## config.mk

```make
export PLATFORM = sky130hd
export DESIGN_NAME = reg_file_bypass
export DESIGN_NICKNAME = d
export VERILOG_FILES = /design/src/rtl/rf_pkg.sv /design/src/rtl/reg_file_bypass_reg_word.sv /design/src/rtl/reg_file_bypass.sv
export SDC_FILE = /design/constraint.sdc
export NUM_CORES = 1
export LEC_CHECK = 0
export ABC_AREA = 1
export CAP_MARGIN = 25
export CORE_ASPECT_RATIO = 0.6
export CORE_MARGIN = 8
export CORE_UTILIZATION = 40
export DETAILED_ROUTE_END_ITERATION = 10
export PLACE_DENSITY = 0.57
export SLEW_MARGIN = 20
export SYNTH_ARGS = -nofsm -noshare
export SYNTH_HDL_FRONTEND = slang
export SYNTH_SLANG_ARGS = --single-unit
export TNS_END_PERCENT = 20
```

## constraint.sdc

```tcl
create_clock -name clk -period 4.6 [get_ports clk]
set_input_delay 1.38 -clock clk [delete_from_list [all_inputs] [get_ports clk]]
set_output_delay 1.38 -clock clk [all_outputs]
set_load 0.02 [all_outputs]
```

## src/rtl/rf_pkg.sv

```systemverilog
`default_nettype none
// ============================================================================
// Module  : rf_pkg
// Brief   : Shared sizing constants and types for the register file.
// Revision: 1.0
// ============================================================================
package rf_pkg;

  localparam int DEFAULT_WIDTH = 16;
  localparam int DEFAULT_DEPTH = 16;

  // Index width for a given depth; a depth of 1 still needs one index bit.
  function automatic int calc_addr_w(input int depth);
    return (depth <= 1) ? 1 : $clog2(depth);
  endfunction

  localparam int DEFAULT_ADDR_W = calc_addr_w(DEFAULT_DEPTH);

  typedef logic [DEFAULT_WIDTH-1:0]  word_t;
  typedef logic [DEFAULT_ADDR_W-1:0] idx_t;

endpackage : rf_pkg
`default_nettype wire

```

## src/rtl/reg_file_bypass_reg_word.sv

```systemverilog
`default_nettype none
// ============================================================================
// Module  : reg_word
// Brief   : One write-enabled storage word with synchronous active-high reset.
// Revision: 1.0
// ============================================================================
module reg_word
  import rf_pkg::*;
#(
  parameter int WIDTH = DEFAULT_WIDTH
) (
  input  logic             clk,
  input  logic             rst,
  input  logic             wen,
  input  logic [WIDTH-1:0] d,
  output logic [WIDTH-1:0] q
);

  logic [WIDTH-1:0] r_q;

  always_ff @(posedge clk) begin
    if (rst) begin
      r_q <= '0;
    end else if (wen) begin
      r_q <= d;
    end
  end

  assign q = r_q;

endmodule : reg_word
`default_nettype wire

```

## src/rtl/reg_file_bypass.sv

```systemverilog
`default_nettype none
// ============================================================================
// Module  : reg_file_bypass
// Brief   : DEPTH x WIDTH register file, two combinational read ports, one
//           write port, optional zero register and write-to-read bypass.
// Revision: 1.0
// ============================================================================
module reg_file_bypass
  import rf_pkg::*;
#(
  parameter int WIDTH    = DEFAULT_WIDTH,
  parameter int DEPTH    = DEFAULT_DEPTH,
  parameter int ADDR_W   = calc_addr_w(DEPTH),
  parameter bit ZERO_REG = 1'b0,
  parameter bit BYPASS   = 1'b1
) (
  input  logic              clk,
  input  logic              rst,
  input  logic [ADDR_W-1:0] src_reg1,
  input  logic [ADDR_W-1:0] src_reg2,
  input  logic [ADDR_W-1:0] dst_reg,
  input  logic              write_reg,
  input  logic [WIDTH-1:0]  dst_data,
  output logic [WIDTH-1:0]  src_data1,
  output logic [WIDTH-1:0]  src_data2
);

  localparam bit C_ZERO_REG = ZERO_REG;
  localparam bit C_BYPASS   = BYPASS;

  logic [WIDTH-1:0] w_q   [DEPTH];
  logic [DEPTH-1:0] w_wen;

  genvar gi;
  generate
    for (gi = 0; gi < DEPTH; gi++) begin : g_words
      // Register 0 never takes a write when it is the hardwired zero.
      if (C_ZERO_REG && (gi == 0)) begin : g_zero
        assign w_wen[gi] = 1'b0;
      end else begin : g_normal
        assign w_wen[gi] = write_reg & (dst_reg == ADDR_W'(gi)) & ~rst;
      end

      reg_word #(
        .WIDTH (WIDTH)
      ) u_word (
        .clk (clk),
        .rst (rst),
        .wen (w_wen[gi]),
        .d   (dst_data),
        .q   (w_q[gi])
      );
    end
  endgenerate

  logic w_hit1;
  logic w_hit2;

  assign w_hit1 = C_BYPASS & write_reg & (dst_reg == src_reg1);
  assign w_hit2 = C_BYPASS & write_reg & (dst_reg == src_reg2);

  always_comb begin
    src_data1 = w_q[src_reg1];
    src_data2 = w_q[src_reg2];
    if (w_hit1) src_data1 = dst_data;
    if (w_hit2) src_data2 = dst_data;
    if (C_ZERO_REG && (src_reg1 == '0)) src_data1 = '0;
    if (C_ZERO_REG && (src_reg2 == '0)) src_data2 = '0;
    // Reset dominates everything, including a pending bypass match.
    if (rst) begin
      src_data1 = '0;
      src_data2 = '0;
    end
  end

endmodule : reg_file_bypass
`default_nettype wire

```

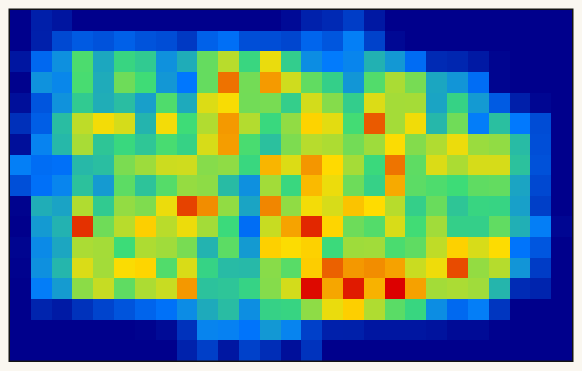
**Above:** wiring heat map.
The die is cut into 27 by 17 equal tiles; dark blue is low, red is high, scaled to the fullest tile. Values are wire area over tile area, all layers added.
- tiles over half the peak: 39%
- emptiest ninth of the die: top right
- mean over tiles: 0.24
- fullest tile: 0.63
- nearly empty tiles: 20%
routed len/inst: 21.06 um
via count: 16360
All-Layer GR Usage: 26.57%

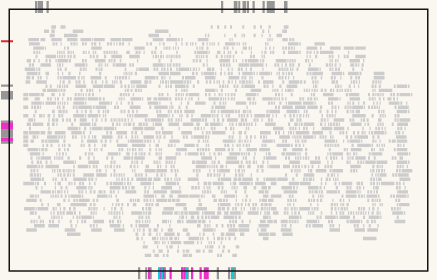
**Above:** pin placement.
Pins as bars across the die edge, other pins in gray.
- src_data2: magenta (pins 16; direction output; edge 11 bottom, 5 left)
- clk: red (pins 1; direction input; edge left)
- src_reg2: cyan (pins 4; direction input; edge bottom)
die height: 167.3 um
port buffer count: 62
die width: 268.2 um

==> impl_metrics.py <==
# Synthesis and PnR figures
metrics = {
    "status": {
        "status": "finished, final reports clean",
    },
    "yosys": {
        "synth_seq_share_pct": 33.58,
        "synth_cell_type_count": 23,
        "synth_area_sq_um": 15260,
        "syn_avg_cell_area_sq_um": 6.292,
        "fp_nets": 2457,
        "synth-seq-cells": 256,
        "syn_inst": 2426,
    },
    "sta": {
        "clock_skew_ns": 0,
        "tightest_slew_ns": 1.096,
        "tns_ns": 0,
        "fmax_mhz": 220.3,
        "post-route-min-period_ns": 4.539,
        "setup_viol": 0,
        "hold_viol": 0,
        "drv_slew": 0,
        "rsz0062_at_grt": "yes",
    },
    "route": {
        "drcViolationCount": 0,
        "dr.pass1.iters": 6,
        "ant_nets": 0,
        "wl_met2_mm": 25.90,
        "top_layer": "met5",
        "drtIter0Drc": 1895,
    },
    "power": {
        "p_per_area_nw_per_um2": 313.2,
        "p_leak_nw": 8.096,
    },
    "cts": {
        "hold_buffers": 0,
        "cts_tree": "yes",
        "cts-root-buf": "clkbuf_16",
        "clock_path_buffers": 3,
        "clkTransAtPathRegs_ns": 0.06,
        "cts_num_sinks": 256,
        "insertion_delay_ns": 0.56,
        "numCtsBuffers": 26,
    },
    "setup_path": {
        "r2r-start": "g_words[8].u_word.q[3]",
        "crit_path_end_kind": "primary output",
        "cp-startpoint": "dst_reg[3]",
        "crit_buf_inv": 5,
        "cp.arrival_ns": 3.16,
        "worstPathCellList": "clkdlybuf4s50_1, buf_6, xor2_1, nor2_2, nand3_2, buf_12, nor2_1, nor2_1, nand2_1, inv_1, dlygate4sd2_1",
        "path_class": "input port to primary output",
        "start_kind": "input port",
        "cp_data_required_time_ns": 3.22,
        "slowest_delay_ns": 0.42,
        "crit_path_frequent_cell": "nor2_1",
        "worstPathMaxFanout": 28,
        "cp_top_family": "buffers and inverters",
    },
    "layout": {
        "fillCellCount": 3946,
        "areaGrowthSynthToFinish_pct": 14.83,
        "fin_nets": 2453,
        "final_core_util_pct": 46.56,
        "drive_above_1_share_pct": 11.27,
        "instances_no_fill": 2955,
    },
    "worst_hold_path": {
        "hold_path.startpoint": "g_words[7].u_word.q[9]",
    },
    "placed_design": {
        "place_inst": 2906,
        "place_congestion": 0.9030,
        "dp_hpwl_mm": 39.58,
    },
    "global_route": {
        "antenna_found_initial": 2,
        "grt_first_pass_wirelength_mm": 92.24,
        "grt_pass1_vias": 14400,
    },
    "floorplanning": {
        "core-area_sq_um": 37640,
        "rows": 55,
        "dieArea_sq_um": 44870,
        "io_pins": 63,
        "fp_util_pct": 40.55,
    },
    "flow_run": {
        "maxCapViolations": 0,
        "warnings": 30,
    },
}
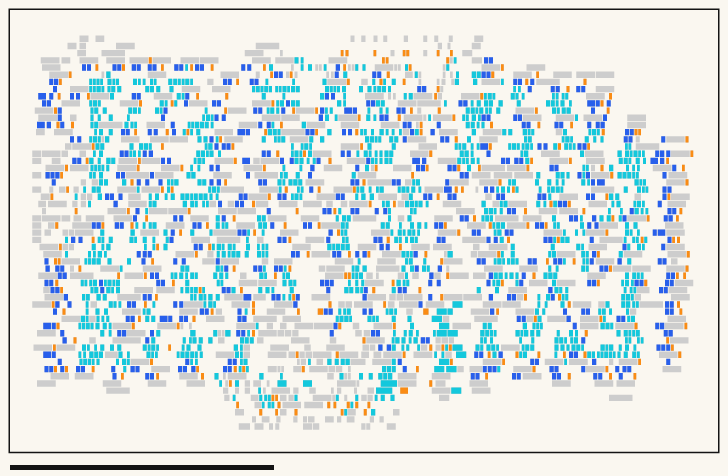
**Above:** logic cells by family.
The bar under the picture is 100 um long.
- NAND gates: cyan (cells 1051)
- inverters: orange (cells 302; where widely spread)
- inverting AOI/OAI gates: blue (cells 512)

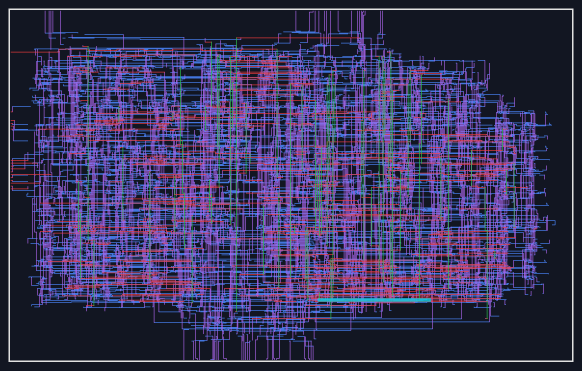
**Above:** signal wires by layer.
- metal 4: green (wire length 2750 um)
- metal 1: blue (wire length 26.8 mm)
- metal 5: cyan (wire length 52.4 um)
- metal 3: red (wire length 6680 um)
- metal 2: purple (wire length 25.9 mm)
Routed WL: 62.22 mm

-- worst reg2reg max path: stages (launching register included) --
cell and delay, ns:
dfxtp_1 0.30, inv_1 0.11, a21oi_1 0.08
-- placed cells by master (no fill, tap or decap), types with 2 or more instances in the layout --
cell and count:
a21oi_1 240, a21oi_2 16, buf_12 43, buf_2 8
buf_4 87, buf_6 2, clkbuf_1 5, clkbuf_16 27
clkbuf_2 20, clkbuf_8 8, clkdlybuf4s15_1 3, clkdlybuf4s50_1 22
clkinv_2 6, dfxtp_1 256, dlygate4sd2_1 6, inv_1 294
inv_2 5, inv_4 2, nand2_1 551, nand2_2 4
nand2_4 12, nand3_1 480, nand3_2 2, nand3_4 2
nor2_1 47, nor2_2 24, nor2_4 2, nor2_8 2
o21ai_0 52, o21ai_1 204, xor2_1 5
-- area by class of cell --
cell class,instances,area (sq um),share of cell area [%]
well taps,513,641.9,3.662
flip-flops and latches,256,5125,29.24
repair buffers,192,1992,11.36
clock buffers,40,804.5,4.590
clock inverters,7,60.06,0.3427
inverters,302,1144,6.525
diodes,1,2.502,0.01428
multi-input cells,1644,7757,44.26
-- cells in the mapped netlist --
cell type	instances	share of area, %
xor2_1	6	0.34
o21ai_1	204	6.7
nand2_1	554	14
nand2_4	12	0.89
nand2_2	1	0.041
nor2_8	2	0.26
inv_1	298	7.3
nor2_2	23	0.94
nand3_4	2	0.23
inv_2	4	0.098
buf_1	41	1.0
buf_6	40	3.0
clkbuf_1	52	1.3
a21oi_1	240	7.9
nor2_1	48	1.2
nor2_4	2	0.15
nand3_2	2	0.13
a21oi_2	16	0.92
buf_4	4	0.20
buf_2	87	2.9
o21ai_0	52	1.7
dfxtp_1	256	34
nand3_1	480	16
-- cell families after synthesis --
| logic type | share of synthesized area [%] |
|---|---|
| and+or+nand+nor | 33.18 |
| buffers and inverters | 15.71 |
| AOI/OAI and AO/OA | 17.18 |
| DFF | 33.58 |
| xor gates and xnor gates | 0.3443 |
-- final timing paths --
kind / to / slack [ns] / depth (start not counted)
worst max-delay path: src_data1[15] / 0.06 / 11
worst min-delay path: g_words[7].u_word.q[9] / 0.48 / 2
worst max register to register: g_words[8].u_word.q[3] / 3.97 / 2
worst min register to register: g_words[7].u_word.q[9] / 0.48 / 2
-- layer usage --
metal / up-vias / track usage, %
li1: 7824 / -
met1: 7495 / 37.33
met2: 898 / 39.06
met3: 145 / 5.603
met4: 2 / 10.72
met5: - / 0
-- power breakdown --
group          switching (mW)  total (mW)  internal, mW
clock                   0.953        2.21          1.25
combinational           0.675        1.03         0.355
sequential            0.00681        2.25          2.25
total                    1.63        5.49          3.85
-- per-stage QoR --
step	setup slack (ns)	area, sq um	total power, mW
finish	0.06125	17530	5.489
global route	-0.04205	17520	5.671
CTS	0.003837	17580	5.494
detailed placement	-0.4162	16750	3.328
global placement	-0.3938	16750	3.322
floorplan	0.8474	15260	2.900
-- repair_timing --
| action | 4_1_cts | 5_1_grt |
|---|---|---|
| endpoints found under the setup margin | 32 | 32 |
| setup buffers | 1 | 0 |
| pin swaps | 2 | 1 |
| resized | 49 | 43 |
No activity file was given, so power comes from the tool's default toggle rates.
